$ cat src/rtl/chan_scan_mux_pkg.sv
// Shared types and constants for the channel scan multiplexer.
package chan_scan_mux_pkg;

  typedef enum logic [1:0] {
    ST_IDLE,
    ST_MANUAL,
    ST_SCAN
  } state_t;

  localparam int DWELL_W = 8;
  localparam int MAX_CH  = 16;

endpackage

$ cat src/rtl/chan_scan_mux_mux_n.sv
// Combinational N:1 channel selector; an out-of-range select yields zero data and hit=0.
module mux_n #(
  parameter int CH = 8,
  parameter int W  = 4
) (
  input  logic [CH*W-1:0]       d_in,
  input  logic [$clog2(CH)-1:0] sel,
  output logic [W-1:0]          y,
  output logic                  hit
);

  localparam int SEL_W = $clog2(CH);

  always_comb begin
    y   = '0;
    hit = 1'b0;
    for (int k = 0; k < CH; k++) begin
      if (sel == SEL_W'(k)) begin
        y   = d_in[k*W +: W];
        hit = 1'b1;
      end
    end
  end

endmodule

$ cat src/rtl/chan_scan_mux.sv
// Registered channel multiplexer with manual select and timed automatic scan.
// Optional y_par output (even parity of y) is built when CHAN_SCAN_MUX_PARITY_EN is defined.
module chan_scan_mux
  import chan_scan_mux_pkg::*;
#(
  parameter int CH    = 8,
  parameter int W     = 4,
  parameter int DWELL = 4
) (
  input  logic                  clk,
  input  logic                  rst_n,
  input  logic [CH*W-1:0]       d_in,
  input  logic                  en,
  input  logic                  mode,
  input  logic [$clog2(CH)-1:0] sel,
  output logic [W-1:0]          y,
  output logic [$clog2(CH)-1:0] ch_out,
  output logic                  y_valid
`ifdef CHAN_SCAN_MUX_PARITY_EN
  ,
  output logic                  y_par
`endif
);

  localparam int SEL_W = $clog2(CH);
  localparam logic [DWELL_W-1:0] DWELL_LAST = DWELL_W'(DWELL - 1);
  localparam logic [SEL_W-1:0]   PTR_LAST   = SEL_W'(CH - 1);

  state_t             state, state_nxt;
  logic [SEL_W-1:0]   ptr, ptr_nxt, mux_sel;
  logic [DWELL_W-1:0] dwell, dwell_nxt;
  logic [W-1:0]       mux_y;
  logic               mux_hit;

  mux_n #(
    .CH (CH),
    .W  (W)
  ) u_mux (
    .d_in (d_in),
    .sel  (mux_sel),
    .y    (mux_y),
    .hit  (mux_hit)
  );

  always_ff @(posedge clk) begin
    if (!rst_n) state <= ST_IDLE;
    else        state <= state_nxt;
  end

  // Scan position is the channel/dwell pair that will be registered at this edge;
  // any entry into SCAN (from IDLE or MANUAL) restarts it at channel 0, count 0.
  always_comb begin
    state_nxt = ST_IDLE;
    ptr_nxt   = ptr;
    dwell_nxt = dwell;
    mux_sel   = sel;
    if (en) begin
      if (!mode) begin
        state_nxt = ST_MANUAL;
      end else begin
        state_nxt = ST_SCAN;
        if (state != ST_SCAN) begin
          ptr_nxt   = '0;
          dwell_nxt = '0;
        end else if (dwell == DWELL_LAST) begin
          dwell_nxt = '0;
          ptr_nxt   = (ptr == PTR_LAST) ? '0 : ptr + SEL_W'(1);
        end else begin
          dwell_nxt = dwell + DWELL_W'(1);
        end
        mux_sel = ptr_nxt;
      end
    end
  end

  // Output register: data holds while disabled, only the valid flag drops.
  always_ff @(posedge clk) begin
    if (!rst_n) begin
      ptr     <= '0;
      dwell   <= '0;
      y       <= '0;
      ch_out  <= '0;
      y_valid <= 1'b0;
    end else begin
      ptr   <= ptr_nxt;
      dwell <= dwell_nxt;
      if (en) begin
        y       <= mux_y;
        ch_out  <= mux_hit ? mux_sel : '0;
        y_valid <= mux_hit;
      end else begin
        y_valid <= 1'b0;
      end
    end
  end

`ifdef CHAN_SCAN_MUX_PARITY_EN
  always_ff @(posedge clk) begin
    if (!rst_n)  y_par <= 1'b0;
    else if (en) y_par <= ^mux_y;
  end
`endif

endmodule
$ cat config.mk
export PLATFORM = sky130hd
export DESIGN_NAME = chan_scan_mux
export DESIGN_NICKNAME = d
export VERILOG_FILES = /design/src/rtl/chan_scan_mux_pkg.sv /design/src/rtl/chan_scan_mux_mux_n.sv /design/src/rtl/chan_scan_mux.sv
export SDC_FILE = /design/constraint.sdc
export NUM_CORES = 1
export LEC_CHECK = 0
export ABC_AREA = 1
export CAP_MARGIN = 10
export CORE_MARGIN = 2
export CORE_UTILIZATION = 25
export CTS_CLUSTER_DIAMETER = 40
export DETAILED_ROUTE_END_ITERATION = 8
export GPL_TIMING_DRIVEN = 0
export PLACE_DENSITY_LB_ADDON = 0.3
export SYNTH_ARGS = -nofsm -noshare
export SYNTH_HDL_FRONTEND = slang
export SYNTH_SLANG_ARGS = --single-unit
$ cat constraint.sdc
create_clock -name clk -period 2.3 [get_ports clk]
set_input_delay 0.23 -clock clk [delete_from_list [all_inputs] [get_ports clk]]
set_output_delay 0.23 -clock clk [all_outputs]
set_load 0.01 [all_outputs]
Run 1, port wiring:
Scale: 4 px per um.
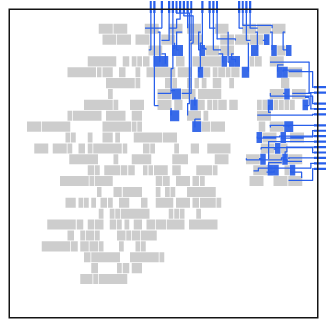
d_in: drawn in blue, bits 32, direction input, end cells 32, buffers 32, wire 532 um.

Run 1, pin placement:
Scale: 6 px per um. Pins as bars across the die edge, other pins in gray.
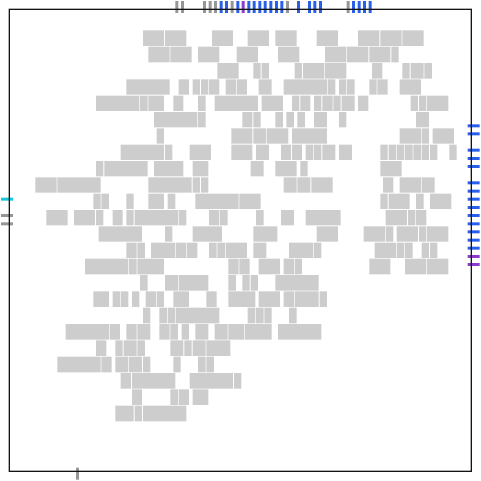
y_valid: drawn in cyan, pins 1, direction output, edge left. d_in: drawn in blue, pins 32, direction input, edge 18 top, 14 right. sel: drawn in purple, pins 3, direction input, edge 2 right, 1 top.

Run 1, drive-strength map:
Scale: 6 px per um.
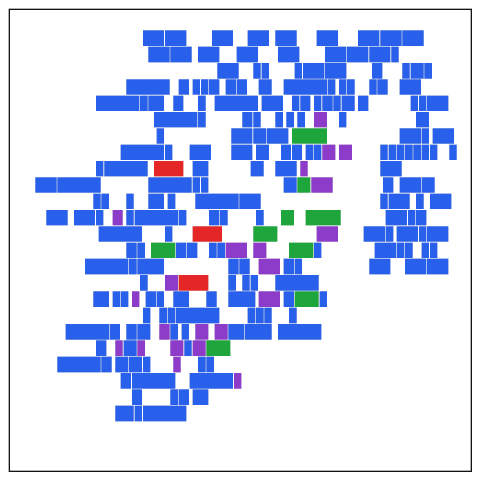
drive 3 to 4: drawn in green, cells 9, share 3.7%. drive 6 and up: drawn in red, cells 3, share 1.2%. drive 1 or less: drawn in blue, cells 212, share 86%. drive 2: drawn in purple, cells 22, share 8.9%.

==> results.json, run 1 <==
{
  "clockBufferCount": 3,
  "netSwitchingFraction": 0.266,
  "post_synth_num_cell_types": 30,
  "clock_latency_ns": 0.26,
  "synth.area.top_cells": "dfxtp_1 (32%), nand2_1 (15%), a21oi_1 (7.6%)",
  "dpl_cell_area_sq_mm": 0.00187,
  "async_flop_share": 0,
  "crit_arrival_ns": 2.25,
  "log.warning_count": 26,
  "ff2ff_setup_slack_ns": 0.24,
  "wl_met1_mm": 1.74,
  "dieArea_sq_mm": 0.00589,
  "startpoint": "dwell[0]$_SDFFE_PN0P_",
  "ios": 47,
  "synth_nets": 238,
  "final_cell_mix": "nand2_1 (52), clkdlybuf4s50_1 (46), inv_1 (21), dfxtp_1 (21), a21oi_1 (20)",
  "synth-edff-count": 0,
  "crit_buf_inv": 1,
  "maxCapViolations": 0,
  "cp.depth": 14,
  "final_core_util": 0.377,
  "die_h_um": 76.8,
  "grt_max_degree": 13,
  "regToRegStartpoint": "dwell[0]$_SDFFE_PN0P_",
  "busiest_layer": "met2",
  "die_w_um": 76.8,
  "hold_path.class": "flip-flop to flip-flop",
  "cts_hold_buf": 0,
  "port_buffers": 46,
  "relSlewSlack": 0.505,
  "tritoncts": "yes",
  "tightest_slew_ns": 0.734,
  "ys_cells": 196,
  "final_cells": 316,
  "ant_nets": 0,
  "status": "completed",
  "top_layer": "met4",
  "period_minus_slack_ns": 2.06,
  "p_per_area_mw_per_mm2": 425,
  "regToRegEndpoint": "y[0]$_SDFFE_PN0P_",
  "viasPerCell": 4.27,
  "switchingPower_mw": 0.218,
  "finalSetupViolations": 0,
  "seq_share": 0.218,
  "crit_required_ns": 2.49,
  "seq_cells": 21,
  "hold_path_startpoint": "y[1]$_SDFFE_PN0P_",
  "adder_share": 0.0284,
  "max_stage_delay_ns": 0.38,
  "seq_area_frac_synth": 0.318,
  "layout.nets": 289,
  "whs_endpoint": "y[1]$_SDFFE_PN0P_",
  "largest_register": "dwell",
  "skew_ns": 0.00105,
  "vias": 1350,
  "fin_setup_tns_ns": 0,
  "flop_cell": "dfxtp_1",
  "cts_sinks": 21,
  "yosys_warnings": 0,
  "holdWs_ns": 0.472,
  "powerClk_mw": 0.245,
  "end_kind": "flip-flop",
  "period_used_share": 0.894,
  "synth_area_sq_mm": 0.00132,
  "post_drt_wl_per_cell_um": 10.6,
  "use_met2": 0.189,
  "final_common_cell": "nand2_1",
  "synthSimpleGateAreaFrac": 0.437,
  "grt_pass1_wl_mm": 5.82,
  "syn-instance-count": 196,
  "setup.worst_path.class": "flip-flop to flip-flop",
  "power_leader": "registers",
  "diodes": 0,
  "ys_sh_xor": 0.00662,
  "drc": 0,
  "fill_cells": 556,
  "holdPathStages": 2,
  "crit_path_end": "y[0]$_SDFFE_PN0P_",
  "route.met3.wl_um": 104,
  "cts_buffer_depth": 2,
  "gp_congestion": 0.760,
  "p_seq_frac": 0.466,
  "globalRouteMet1Util": 0.162,
  "logic_gate_count": 143,
  "met2_wirelength_mm": 1.46,
  "hold_violations": 0,
  "seq_area_sq_um": 420,
  "comb_power_mw": 0.191,
  "htreeDepth": 1,
  "drive_above_1_share": 0.138,
  "clockRootBuffer": "clkbuf_8",
  "first_pass_iters": 4,
  "rows": 26,
  "overflow": 0,
  "grt_use_total": 0.119,
  "cts_resized": 0,
  "cp_max_fo": 7,
  "p_comb_frac": 0.234,
  "yosysTopAreaCellShare": 0.318,
  "r2r_cells": 14,
  "logic_family": "simple AND/OR/NAND/NOR gates",
  "antenna_found_initial": 0,
  "detailed_place_hpwl_mm": 2.71,
  "wl_mm": 3.35,
  "buffer_area_frac": 0.244,
  "dominant_cells": "multi-input combinational cells",
  "clock.fmax_mhz": 487,
  "mux_share": 0,
  "power.share.clock": 0.300,
  "n_all_inverters": 30
}
## Run 2: what changed since run 1
--- a/config.mk
+++ b/config.mk
@@ -9,9 +9,7 @@
 export CAP_MARGIN = 10
 export CORE_MARGIN = 2
 export CORE_UTILIZATION = 25
-export CTS_CLUSTER_DIAMETER = 40
 export DETAILED_ROUTE_END_ITERATION = 8
-export GPL_TIMING_DRIVEN = 0
 export PLACE_DENSITY_LB_ADDON = 0.3
 export SYNTH_ARGS = -nofsm -noshare
 export SYNTH_HDL_FRONTEND = slang
==> constraint.sdc (replaced) <==
create_clock -name clk -period 2.3 [get_ports clk]
set_input_delay 0.23 -clock clk [delete_from_list [all_inputs] [get_ports clk]]
set_output_delay 0.23 -clock clk [all_outputs]
set_load 0.005 [all_outputs]
Run 2, cell outlines without signal wires:
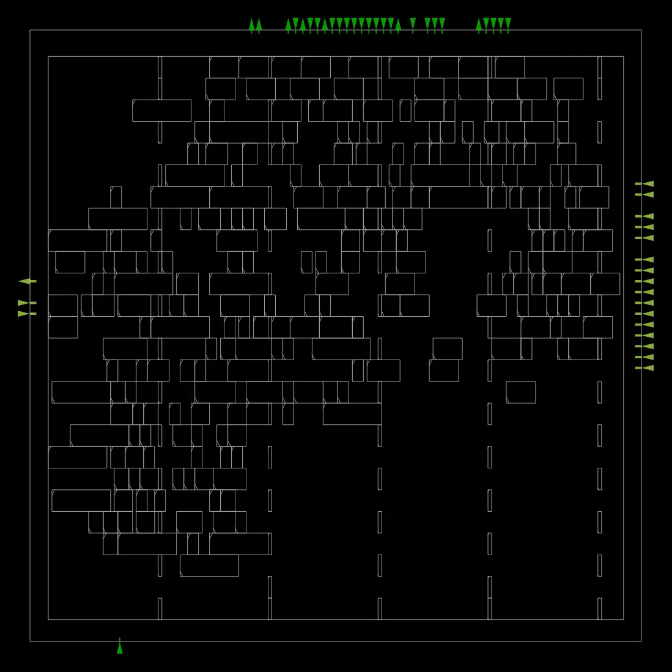
Tapcells: 70
final std cells w/o fill: 317
fillers: 564
registers: 21
Final Util: 0.378

==> run 2 against run 1 <==
Compared with the run above:
- die area did not move
- utilization rose by 0.17 points
- clock power barely moved
- largest power group unchanged
==> results.json, run 2 <==
{
  "hold_path_startpoint": "y[2]$_SDFFE_PN0P_",
  "ys_cells": 196,
  "logic_family": "simple AND/OR/NAND/NOR gates",
  "fin_setup_tns_ns": 0,
  "r2r_cells": 13,
  "top_layer": "met4",
  "power_leader": "registers",
  "ios": 47,
  "ir_worst_vdd_v": 0.000344,
  "regToRegStartpoint": "dwell[0]$_SDFFE_PN0P_",
  "dp_slack_ns": 0.114,
  "drive_above_1_share": 0.146,
  "holdPathStages": 2,
  "tightest_slew_ns": 0.341,
  "clockBufferCount": 4,
  "cts_buffer_depth": 2,
  "clockRootBuffer": "clkbuf_8",
  "synthSimpleGateAreaFrac": 0.437,
  "setup_ws_ns": 0.244,
  "wl_met1_mm": 1.75,
  "skew_ns": 0.00139,
  "slew_viol_final": 0,
  "signal_buffers": 49,
  "syn_to_final_growth_pct": 46.0,
  "dieArea_sq_mm": 0.00589,
  "ant_nets": 0,
  "fin_area_sq_mm": 0.00193,
  "ys_ff": 21,
  "globalRouteMet1Util": 0.173,
  "fp_util": 0.259,
  "route.met3.wl_um": 130,
  "p_seq_frac": 0.467,
  "flop_cell": "dfxtp_1",
  "port_buffers": 46,
  "drt-initial-drc-count": 44,
  "dpl_cell_area_sq_mm": 0.00189,
  "grt_pass1_wl_mm": 5.89,
  "leakage_nw": 0.801,
  "overflow": 0,
  "crit_path_end": "y[0]$_SDFFE_PN0P_",
  "seq_area_frac_synth": 0.318,
  "yosys_warnings": 0,
  "cp_slowest_cell": "dfxtp_1",
  "detailed_place_hpwl_mm": 2.81,
  "status": "completed",
  "drc": 0,
  "relSlewSlack": 0.770,
  "p_per_area_mw_per_mm2": 422,
  "cp.depth": 13,
  "crit_family": "simple AND/OR/NAND/NOR gates",
  "synth_nets": 238,
  "gp_congestion": 0.829,
  "cpMostUsedCell": "a21oi_1",
  "regToRegEndpoint": "y[0]$_SDFFE_PN0P_",
  "power.share.clock": 0.301,
  "maxCapViolations": 0,
  "switchingPower_mw": 0.211,
  "postSynthAreaPerCell_sq_um": 6.75,
  "log.warning_count": 26,
  "htreeDepth": 1,
  "cts_buffers": 3,
  "met2_wirelength_mm": 1.56,
  "logic_gate_count": 143,
  "clock.fmax_mhz": 486,
  "busiest_layer": "met2",
  "largest_reg_flops": 8,
  "synth_area_sq_mm": 0.00132,
  "crit_chain": "ha_2, inv_1, nor2_2, nand3_1, nand3_2, nand2_4, inv_4, nor3_2, and2_1, nor2_1, nand4_1, a21oi_1, a21oi_1",
  "max_stage_delay_ns": 0.39,
  "seq_share": 0.217,
  "adder_share": 0.0284,
  "die_w_um": 76.8,
  "ys_sh_xor": 0.00662,
  "clock_area_frac": 0.0233,
  "wl_mm": 3.48,
  "netSwitchingFraction": 0.259,
  "comb_power_mw": 0.189,
  "largest_register": "dwell",
  "setup.worst_path.class": "flip-flop to flip-flop",
  "synth-edff-count": 0,
  "n_all_inverters": 30,
  "yosysTopAreaCellShare": 0.318,
  "post_synth_num_cell_types": 30,
  "layout.nets": 290,
  "use_met2": 0.188,
  "cts_sinks": 21,
  "grt_max_degree": 16,
  "grt_use_total": 0.121,
  "post_drt_wl_per_cell_um": 11.0,
  "cts_resized": 0,
  "whs_endpoint": "y[2]$_SDFFE_PN0P_",
  "clk_pin_slew_ns": 0.08,
  "final_common_cell": "nand2_1",
  "first_pass_iters": 4,
  "critPathLaunchType": "flip-flop",
  "antenna_found_initial": 0,
  "viasPerCell": 4.35,
  "crit_required_ns": 2.45,
  "tritoncts": "yes",
  "finalSetupViolations": 0,
  "crit_buf_inv": 2,
  "grt_pass1_vias": 1265,
  "core_area_sq_mm": 0.00511,
  "buffer_area_frac": 0.250,
  "async_flop_share": 0,
  "yosys.area.top_type": "dfxtp_1",
  "period_minus_slack_ns": 2.06,
  "diodes": 0,
  "startpoint": "dwell[0]$_SDFFE_PN0P_",
  "powerClk_mw": 0.245,
  "aoi_share": 0.115,
  "rows": 26,
  "vias": 1379,
  "seq_area_sq_um": 420,
  "hold_path.class": "flip-flop to flip-flop",
  "synth.most_common_cell": "nand2_1",
  "p_comb_frac": 0.232,
  "pg_seq_mw": 0.381,
  "holdWs_ns": 0.475,
  "dominant_cells": "multi-input combinational cells",
  "largestRegisters": "dwell: 8 flops, y: 4 flops",
  "crit_arrival_ns": 2.21,
  "mux_share": 0,
  "cts_setup_buffers": 0,
  "final_cell_mix": "nand2_1 (52), clkdlybuf4s50_1 (46), inv_1 (21), dfxtp_1 (21), a21oi_1 (20)",
  "period_used_share": 0.894,
  "synth.area.top_cells": "dfxtp_1 (32%), nand2_1 (15%), a21oi_1 (7.6%)",
  "syn-instance-count": 196,
  "grtUsageMet3": 0.0165,
  "die_h_um": 76.8,
  "comb_area_sq_um": 779,
  "comb_share": 0.403,
  "end_kind": "flip-flop",
  "ff2ff_setup_slack_ns": 0.24,
  "cp_max_fo": 7,
  "cts_hold_buf": 0,
  "clock_latency_ns": 0.26,
  "hold_violations": 0,
  "power_mw": 0.816
}
Run 2, drive-strength map:
Scale: 6 px per um.
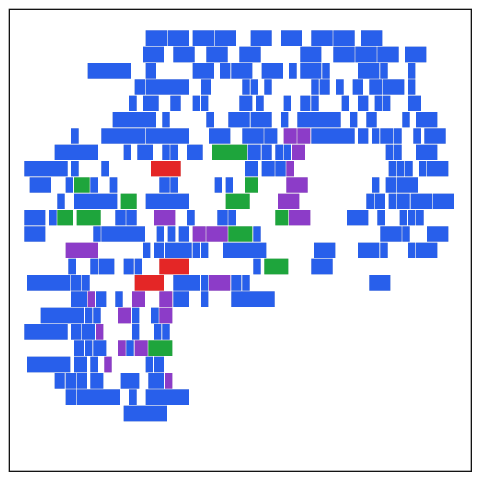
drive 1 or less: drawn in blue, cells 211, share 85%. drive 3 to 4: drawn in green, cells 11, share 4.5%. drive 2: drawn in purple, cells 22, share 8.9%. drive 6 and up: drawn in red, cells 3, share 1.2%.

Power is estimated from default activity; no workload was simulated.
